==> run_1/gates.png <==
Bar = 20 µm.
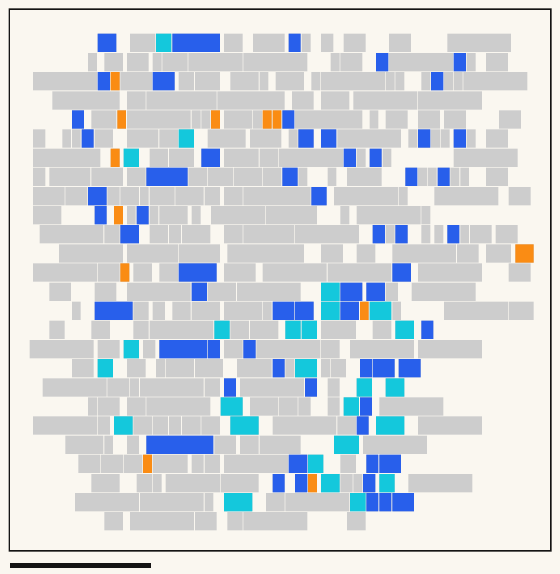
==> run_1/ff_map.png <==
Other sequential cells in the stronger gray, the rest of the logic in the fainter gray.
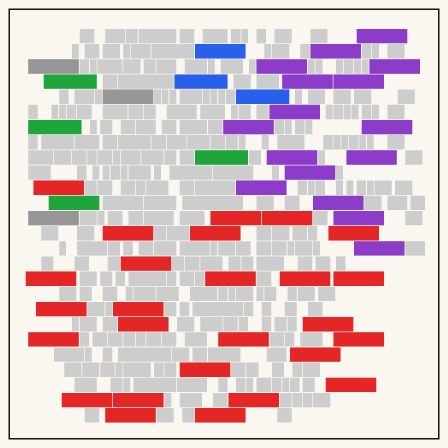
==> run_1/pinout.png <==
Pins as bars across the die edge, other pins in gray.
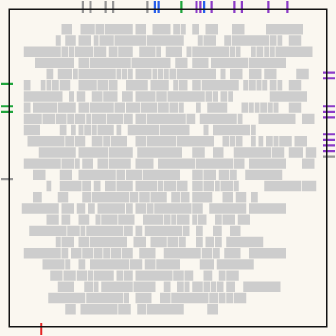
===== src/rtl/code_entry.sv =====
// Digit-by-digit code entry: dial a BCD digit with increment pulses, commit it with load,
// and present the completed code until the consumer acknowledges it.
module code_entry #(
  parameter int NUM_DIGITS     = 4,
  parameter int MAX_DIGIT      = 9,
  parameter int TIMEOUT_CYCLES = 50000000
) (
  input  logic                    clk,
  input  logic                    rst,
  input  logic                    inc_pulse,
  input  logic                    load_pulse,
  input  logic                    clear_pulse,
  input  logic                    code_ack,
  output logic [3:0]              digit_out,
  output logic [2:0]              digit_count,
  output logic [4*NUM_DIGITS-1:0] code_out,
  output logic                    code_valid,
  output logic                    timeout
);

  localparam int CW     = 4 * NUM_DIGITS;
  localparam int IDLE_W = $clog2(TIMEOUT_CYCLES + 1);

  typedef enum logic {ENTRY, VALID} state_t;

  state_t            r_state, w_state_next;
  logic [3:0]        r_digit, w_digit_next;
  logic [2:0]        r_count, w_count_next;
  logic [CW-1:0]     r_code, w_code_next;
  logic              r_valid, w_valid_next;
  logic              r_timeout, w_timeout_next;
  logic [IDLE_W-1:0] r_idle, w_idle_next;

  logic [CW+3:0]     w_cat;
  logic              w_busy;

  // Concatenate-then-truncate keeps the shift legal even for a single-digit code.
  assign w_cat  = {r_code, r_digit};
  assign w_busy = (r_count != 3'd0) || (r_digit != 4'd0);

  always_ff @(posedge clk or posedge rst) begin
    if (rst) begin
      r_state   <= ENTRY;
      r_digit   <= 4'd0;
      r_count   <= 3'd0;
      r_code    <= '0;
      r_valid   <= 1'b0;
      r_timeout <= 1'b0;
      r_idle    <= '0;
    end else begin
      r_state   <= w_state_next;
      r_digit   <= w_digit_next;
      r_count   <= w_count_next;
      r_code    <= w_code_next;
      r_valid   <= w_valid_next;
      r_timeout <= w_timeout_next;
      r_idle    <= w_idle_next;
    end
  end

  always_comb begin
    w_state_next   = r_state;
    w_digit_next   = r_digit;
    w_count_next   = r_count;
    w_code_next    = r_code;
    w_valid_next   = r_valid;
    w_timeout_next = 1'b0;
    w_idle_next    = '0;

    case (r_state)
      ENTRY: begin
        if (clear_pulse) begin
          w_digit_next = 4'd0;
          w_count_next = 3'd0;
          w_code_next  = '0;
          w_valid_next = 1'b0;
        end else if (load_pulse) begin
          // A coincident increment is dropped: the pre-increment digit is committed.
          w_code_next  = w_cat[CW-1:0];
          w_count_next = r_count + 3'd1;
          w_digit_next = 4'd0;
          if (r_count == 3'(NUM_DIGITS - 1)) begin
            w_state_next = VALID;
            w_valid_next = 1'b1;
          end
        end else if (inc_pulse) begin
          w_digit_next = (r_digit == 4'(MAX_DIGIT)) ? 4'd0 : r_digit + 4'd1;
        end else if (w_busy) begin
          if (r_idle == IDLE_W'(TIMEOUT_CYCLES - 1)) begin
            w_digit_next   = 4'd0;
            w_count_next   = 3'd0;
            w_code_next    = '0;
            w_timeout_next = 1'b1;
          end else begin
            w_idle_next = r_idle + 1'b1;
          end
        end
      end
      VALID: begin
        if (clear_pulse || code_ack) begin
          w_state_next = ENTRY;
          w_digit_next = 4'd0;
          w_count_next = 3'd0;
          w_code_next  = '0;
          w_valid_next = 1'b0;
        end
      end
      default: w_state_next = ENTRY;
    endcase
  end

  assign digit_out   = r_digit;
  assign digit_count = r_count;
  assign code_out    = r_code;
  assign code_valid  = r_valid;
  assign timeout     = r_timeout;

endmodule


===== config.mk =====
export PLATFORM = sky130hd
export DESIGN_NAME = code_entry
export DESIGN_NICKNAME = d
export VERILOG_FILES = /design/src/rtl/code_entry.sv
export SDC_FILE = /design/constraint.sdc
export NUM_CORES = 1
export LEC_CHECK = 0
export ABC_AREA = 0
export CORE_MARGIN = 2
export CORE_UTILIZATION = 50
export CTS_CLUSTER_DIAMETER = 150
export CTS_CLUSTER_SIZE = 14
export DETAILED_ROUTE_END_ITERATION = 8
export HOLD_SLACK_MARGIN = 0.03
export PLACE_DENSITY = 0.75
export SETUP_SLACK_MARGIN = 0.4
export SLEW_MARGIN = 0
export SYNTH_ARGS = -nofsm -noshare
export SYNTH_HDL_FRONTEND = slang
export SYNTH_SLANG_ARGS = --single-unit

===== constraint.sdc =====
create_clock -name clk -period 2 [get_ports clk]
set_clock_uncertainty 0.2 [all_clocks]
set_input_delay 0.2 -clock clk [delete_from_list [all_inputs] [get_ports clk]]
set_output_delay 0.2 -clock clk [all_outputs]
set_load 0.03 [all_outputs]

==> results_dict.tcl, run 1 <==
# place-and-route summary
set metrics [dict create \
    outcome "finished with violations" \
    failed_checks "setup timing" \
    fin_tns_setup_ns -1.897 \
    fin_crit_ns 2.099 \
    grt_util_met1_pct 32.41 \
    simple_gate_share_pct 25.05 \
    largest_reg_flops 26 \
    dr.pass1.iters 5 \
    synth.top_cells.by_count "dfrtp_1, nand2_1, o21ai_0, nor2_1, a21oi_1" \
    ys_seq_share_pct 49.15 \
    top_power_group "sequential cells" \
    setup_viol 26 \
    p_int_w 0.001506 \
    wl_met3_um 532 \
    maxCapViolations 0 \
    dr_wl_met2_mm 3.756 \
    async_reset_ff_share_pct 100.0 \
    avgSynthCellArea_um2 9.455 \
    ir_worst_vdd_mv 0.3172 \
    fin_ws_ns -0.09944 \
    final_cell_mix "dfrtp_1, nand2_1, buf_4" \
    clkTransAtPathRegs_ns 0.10 \
    first_global_vias 2265 \
    seq_cells 52 \
    regMostFlops "r_idle" \
    finalCritPeriodShare_pct 105.0 \
    cp_top_family "simple AND/OR/NAND/NOR gates" \
    ys.flops 52 \
    layout_top_cell "dfrtp_1" \
    gr-max-usage-layer "met2" \
    met3_usage_pct 3.529 \
    critical_path.cell_chain "nor4b_2 > nand4_2 > buf_6 > o21bai_4 > clkbuf_16 > a21oi_2" \
    buf_share_pct 18.91 \
    io_buffers 30 \
    critPathMaxStageDelay_ns 0.43 \
    final-comb-area_mm2 0.001455 \
    maxSlewHeadroom_pct 75.10 \
    drc 0 \
    cp.arrival_ns 2.10 \
    routabilityCongestion 0.8078 \
    ys_sh_mux_pct 0.3781 \
    grt_pass1_wl_mm 11.09 \
    grt_use_total_pct 23.15 \
    tap_cells 70 \
    ys_types 48 \
    cts-buffers-inserted 5 \
    buffers_excl_clock 76 \
    first_iter_violations 240 \
    finalHoldViolCount 0 \
]
Back to the opening pictures, gates.png:
family	color	cells
aoi and oai cells	blue	61
inv cells	orange	12
and/or cells	cyan	26

Back to the opening pictures, ff_map.png:
netlist name	color	flops
code_out	purple	16
digit_count	blue	3
r_idle	red	26
digit_out	green	4
not colored	3

Back to the opening pictures, pinout.png:
port	color	pins	direction	edge
digit_count	blue	3	output	top
clk	red	1	input	bottom
code_out	purple	16	output	9 right, 7 top
digit_out	green	4	output	3 left, 1 top
all pins by edge	16 top, 10 right, 4 left, 1 bottom

run 1: worst paths after layout:
check,startpoint,to,depth (start not counted),slack (ns)
max in group asynchronous,rst,code_out[14],4,0.58
min in group asynchronous,rst,code_out[9],3,0.56
worst min register to register,code_out[11],code_out[15],2,0.32
worst max register to register,r_idle[10],r_idle[23],6,-0.1
worst min-delay path,code_out[11],code_out[15],2,0.32
worst max-delay path,r_idle[10],r_idle[23],6,-0.1
run 1: metrics by stage:
| stage | hold slack, ns | area, µm² | std cells |
|---|---|---|---|
| finish | 0.3198 | 3712 | 422 |
| global route | 0.3584 | 3712 | 422 |
| CTS | 0.3212 | 3463 | 416 |
| detailed placement | 0.2781 | 3213 | 393 |
| global placement | 0.2598 | 3213 | 393 |
| floorplan | 0.05497 | 2699 | 280 |
==> run_1/layers.png <==
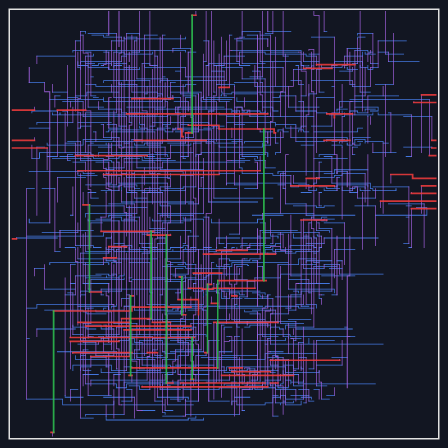

==> run 2, diff against run 1 <==
--- a/config.mk
+++ b/config.mk
@@ -12,7 +12,7 @@
 export CTS_CLUSTER_SIZE = 14
 export DETAILED_ROUTE_END_ITERATION = 8
 export HOLD_SLACK_MARGIN = 0.03
-export PLACE_DENSITY = 0.75
+export PLACE_DENSITY = 0.77
 export SETUP_SLACK_MARGIN = 0.4
 export SLEW_MARGIN = 0
 export SYNTH_ARGS = -nofsm -noshare
==> run_2/layers.png <==
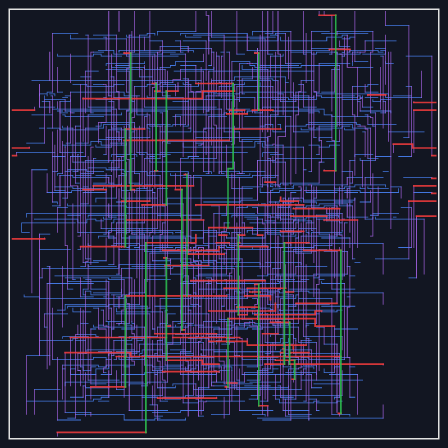
layer	color	wire length
M1	blue	3540 µm
M4	green	372 µm
M2	purple	4340 µm
M3	red	623 µm

==> run_2/clock_nets.png <==
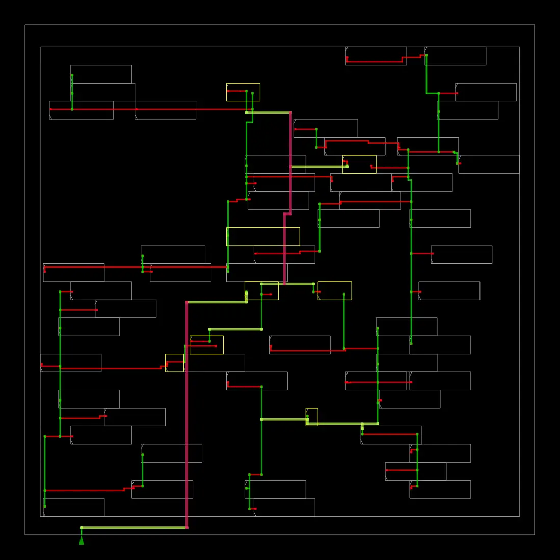
Clock net power: 0.000736 W
flop count: 52
CTS buffer count: 5
clock buffers: 5
clock sinks: 52

==> run_2/ff_map.png <==
Other sequential cells in the stronger gray, the rest of the logic in the fainter gray.
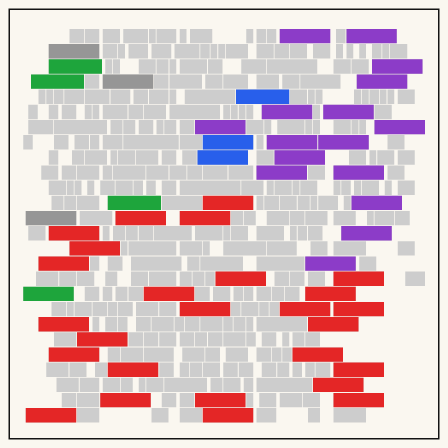
final core occ: 78.71%
Seq area share: 32.49%
FF+latch area: 0.001306 mm²

==> run 2 against run 1 <==
  * The flow still finishes with violations (setup timing)
  * Maximum frequency up 2.8%
  * Sequential share of layout area down 2.7 points
  * Area after synthesis unchanged
  * Register-to-register slack better by 0.06 ns
  * Clock power down 2%
  * Total power down 0.20%
  * Largest power group unchanged
  * Sequential power about the same
==> results_dict.tcl, run 2 <==
# place-and-route summary
set metrics [dict create \
    outcome "finished with violations" \
    failed_checks "setup timing" \
    fillers 287 \
    placed_cell_area_mm2 0.003193 \
    synth.top_cells.by_count "dfrtp_1, nand2_1, o21ai_0, nor2_1, a21oi_1" \
    setup_viol 13 \
    antenna_found_initial 0 \
    crit_start "r_idle[8]" \
    layout.cells.non_filler 436 \
    wl_met3_um 622 \
    fin_tns_setup_ns -0.3027 \
    grt_pass1_wl_mm 11.23 \
    fin_crit_ns 2.042 \
    r2r_cells 7 \
    whs_ns 0.3212 \
    cp_top_family "buffers and inverters" \
    critPathMaxStageDelay_ns 0.42 \
    min_to "code_out[14]" \
    layout_top_cell "dfrtp_1" \
    grt_use_total_pct 23.31 \
    cp.depth 7 \
    ys.flops 52 \
    placed_cells 392 \
    p_int_w 0.001514 \
    fin_ws_ns -0.04161 \
    ir_worst_vdd_mv 0.3720 \
    regMostFlops "r_idle" \
    grt_util_met1_pct 31.40 \
    dr_wl_met2_mm 4.338 \
    critical_path.cell_chain "buf_6 > nor4b_4 > nand4_4 > buf_6 > o21bai_4 > clkbuf_16 > nor2_4" \
    met3_usage_pct 3.176 \
    finalCritPeriodShare_pct 102.1 \
    hold-path-cell-count 2 \
    r2r_slack_ns -0.04 \
    gr-max-usage-layer "met2" \
    maxSlewHeadroom_pct 68.01 \
    first_iter_violations 363 \
    routabilityCongestion 0.7841 \
    slew_violations 0 \
    rr_endpoint "r_idle[10]" \
    timing.rr.start "r_idle[8]" \
    async_reset_ff_share_pct 100.0 \
    cp.arrival_ns 2.03 \
    final_cell_mix "dfrtp_1, nand2_1, buf_4" \
    dr.pass1.iters 5 \
    clkTransAtPathRegs_ns 0.10 \
    critPathCapture "r_idle[10]" \
    ys_seq_share_pct 49.15 \
]
run 2: cell counts after synthesis:
No cell type changed its count.
run 2: cells by family (layout without fill, tap and decap cells):
family	after synthesis	in the layout	share of synthesized area (%)
adder cells (fa/ha/maj)	7	7	3.308
buffers and inverters	24	110	4.111
AND-OR/OR-AND	63	63	14.04
flip-flops	52	52	49.15
XOR/XNOR	12	12	3.970
multiplexers	1	1	0.3781
AND/OR/NAND/NOR	121	121	25.05
run 2: area by class of cell:
type | count | area (µm²) | area share (%)
Timing Repair Buffer | 90 | 825.8 | 20.54
Tap cell | 70 | 87.58 | 2.179
Inverter | 12 | 48.80 | 1.214
Sequential cell | 52 | 1306 | 32.49
Multi-Input combinational cell | 204 | 1640 | 40.80
Clock inverter | 3 | 42.54 | 1.058
Clock buffer | 5 | 68.82 | 1.712
==> run_2/gates.png <==
Bar = 20 µm.
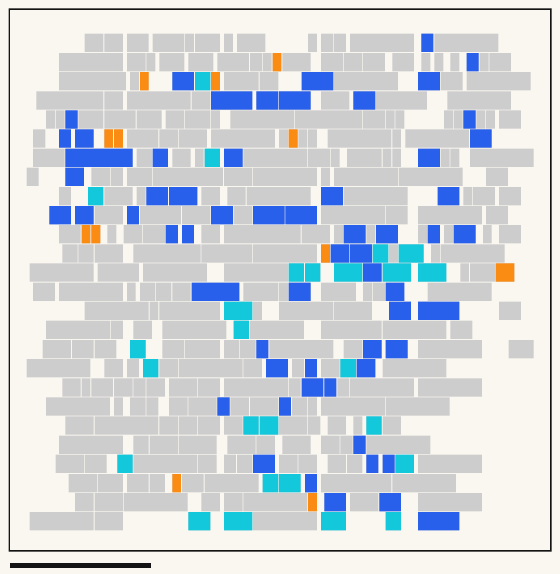

==> run 3, diff against run 2 <==
--- a/config.mk
+++ b/config.mk
@@ -13,7 +13,6 @@
 export DETAILED_ROUTE_END_ITERATION = 8
 export HOLD_SLACK_MARGIN = 0.03
 export PLACE_DENSITY = 0.77
-export SETUP_SLACK_MARGIN = 0.4
 export SLEW_MARGIN = 0
 export SYNTH_ARGS = -nofsm -noshare
 export SYNTH_HDL_FRONTEND = slang
==> run_3/gates.png <==
Bar = 20 µm.
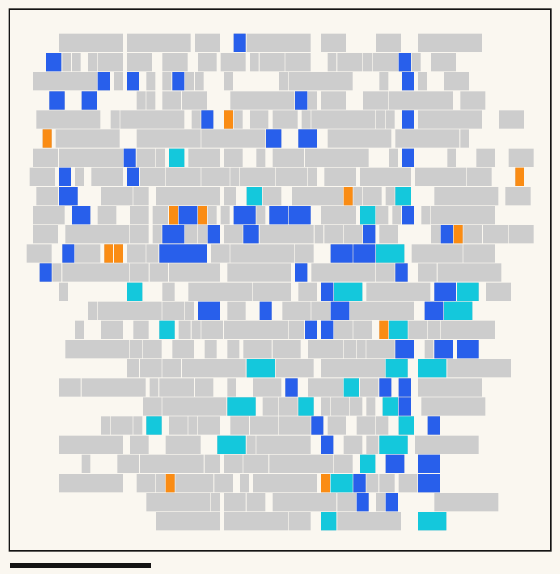
Layout Cells excl Fill: 437
multi-input gate share of the layout cell area: 35.56%
Commonest Layout Cell: dfrtp_1

==> run_3/ff_map.png <==
Other sequential cells in the stronger gray, the rest of the logic in the fainter gray.
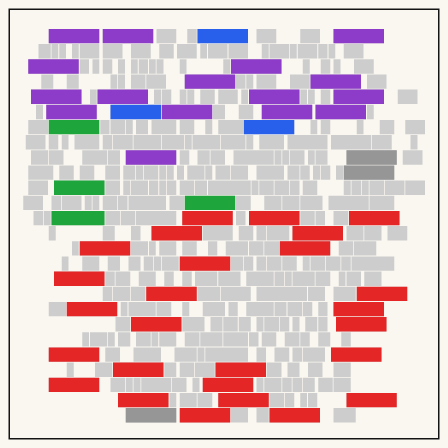
netlist name	color	flops
digit_count	blue	3
r_idle	red	26
digit_out	green	4
code_out	purple	16
not colored	3

==> run 3 against run 2 <==
  * The flow still finishes with violations (setup timing)
  * Area after synthesis did not move
  * Via count fell by 6.3%
  * Maximum frequency fell by 1.6%
  * Synthesized cell count did not move
  * Register-to-register slack got worse by 0.03 ns
  * Highest routed layer unchanged
  * Sequential power barely moved
==> results_dict.tcl, run 3 <==
# place-and-route summary
set metrics [dict create \
    outcome "finished with violations" \
    failed_checks "setup timing" \
    drtAntennaViolNets 0 \
    dr.pass1.iters 4 \
    largest_reg_flops 26 \
    crit_start "r_idle[1]" \
    synthAdderAreaFrac_pct 3.308 \
    comb-power_w 0.000185 \
    tritoncts_num_sinks 52 \
    pwr-share-clk_pct 34.7 \
    wl_met3_um 399 \
    rr_endpoint "r_idle[22]" \
    fillers 368 \
    wl_met1_mm 3.058 \
    placed_cells 419 \
    first_iter_violations 211 \
    cp.arrival_ns 2.12 \
    min_to "code_out[13]" \
    met3_usage_pct 3.412 \
    fin_tns_setup_ns -0.1711 \
    p_int_w 0.001454 \
    antenna_found_initial 0 \
    synthTopLogicFamily "simple AND/OR/NAND/NOR gates" \
    cts_tree "built" \
    slew_violations 0 \
    critical_path.max_fanout 4 \
    clkTransAtPathRegs_ns 0.09 \
    cp_top_family "simple AND/OR/NAND/NOR gates" \
    fin_util_pct 72.88 \
    synth.top_cells.by_count "dfrtp_1, nand2_1, o21ai_0, nor2_1, a21oi_1" \
    routabilityCongestion 0.7973 \
    compound_area_share_pct 14.04 \
    regMostFlops "r_idle" \
    ys_seq_share_pct 49.15 \
    grt_pass1_wl_mm 10.92 \
    rsz0062_at_grt "yes" \
    setup_viol 5 \
    clock_path_buffers 2 \
    tightest_slew_ns 0.4104 \
    timing.rr.start "r_idle[1]" \
    critPathMaxStageDelay_ns 0.60 \
    ys_sh_mux_pct 0.3781 \
    synthXorXnorAreaFrac_pct 3.970 \
    hold-path-cell-count 2 \
    maxSlewHeadroom_pct 72.60 \
    first_global_vias 2214 \
    r2r_cells 6 \
    root_buffer "clkbuf_8" \
    async_reset_ff_share_pct 100.0 \
    cp.depth 6 \
    drc 0 \
    dr_wl_met2_mm 3.552 \
    fin_crit_ns 2.074 \
    clk-power_w 0.000664 \
    whs_ns 0.3189 \
    top_layer_used "met4" \
    ys.flops 52 \
    synth-edff-count 0 \
    grt_util_met1_pct 33.15 \
    r2r_slack_ns -0.07 \
    dpl.hpwl_mm 4.522 \
    largest_area_cell "dfrtp_1" \
    top_cell "dfrtp_1" \
    final_cell_mix "dfrtp_1, buf_4, nand2_1" \
    ir_worst_vdd_mv 0.4003 \
    finalCritPeriodShare_pct 103.7 \
    critPathCapture "r_idle[22]" \
    fin_ws_ns -0.07416 \
    simple_gate_share_pct 25.05 \
    gr-max-usage-layer "met2" \
    critPathSlowestCell "or4_4" \
    critical_path.cell_chain "ha_2 > and3_4 > buf_6 > nand4_1 > or4_4 > a21oi_2" \
    insertion_delay_ns 0.31 \
    placed_cell_area_mm2 0.003406 \
    warnings 30 \
    cts-buffers-inserted 5 \
]
==> run_3/layers.png <==
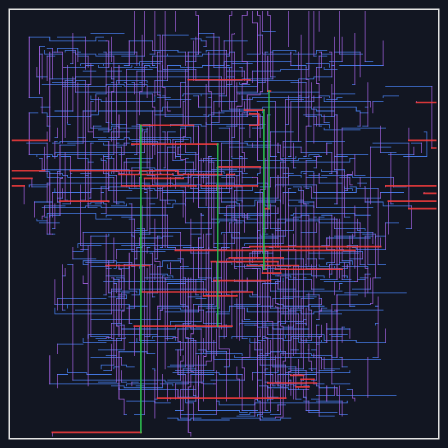
DR vias: 2484
Detailed Route WL: 7.147 mm
GR Util All Layers: 23.16%
wire per inst: 16.35 µm

## run 3: cell count changes in the layout (fill, tap and decap cells not counted), moves of 4 or more
cell / delta
o22ai_2: -4
nor2_4: -8
nor2_1: +13
a21oi_1: +7
a21oi_2: -5
o21ai_0: +12
dlygate4sd2_1: -18
buf_4: +8
clkdlybuf4s50_1: +24
o22ai_1: +4
buf_6: -9
nor2_2: -5
o21ai_2: -10
clkbuf_2: -6
## run 3: layout make-up
| type | instances | area [µm²] | share of cell area (%) |
|---|---|---|---|
| clock buffers | 8 | 100.1 | 2.689 |
| repair buffers | 91 | 863.3 | 23.19 |
| inverters | 12 | 45.04 | 1.210 |
| multi-input cells | 204 | 1324 | 35.56 |
| flip-flops and latches | 52 | 1303 | 34.99 |
| well taps | 70 | 87.58 | 2.353 |
Power and IR drop assume default switching activity.
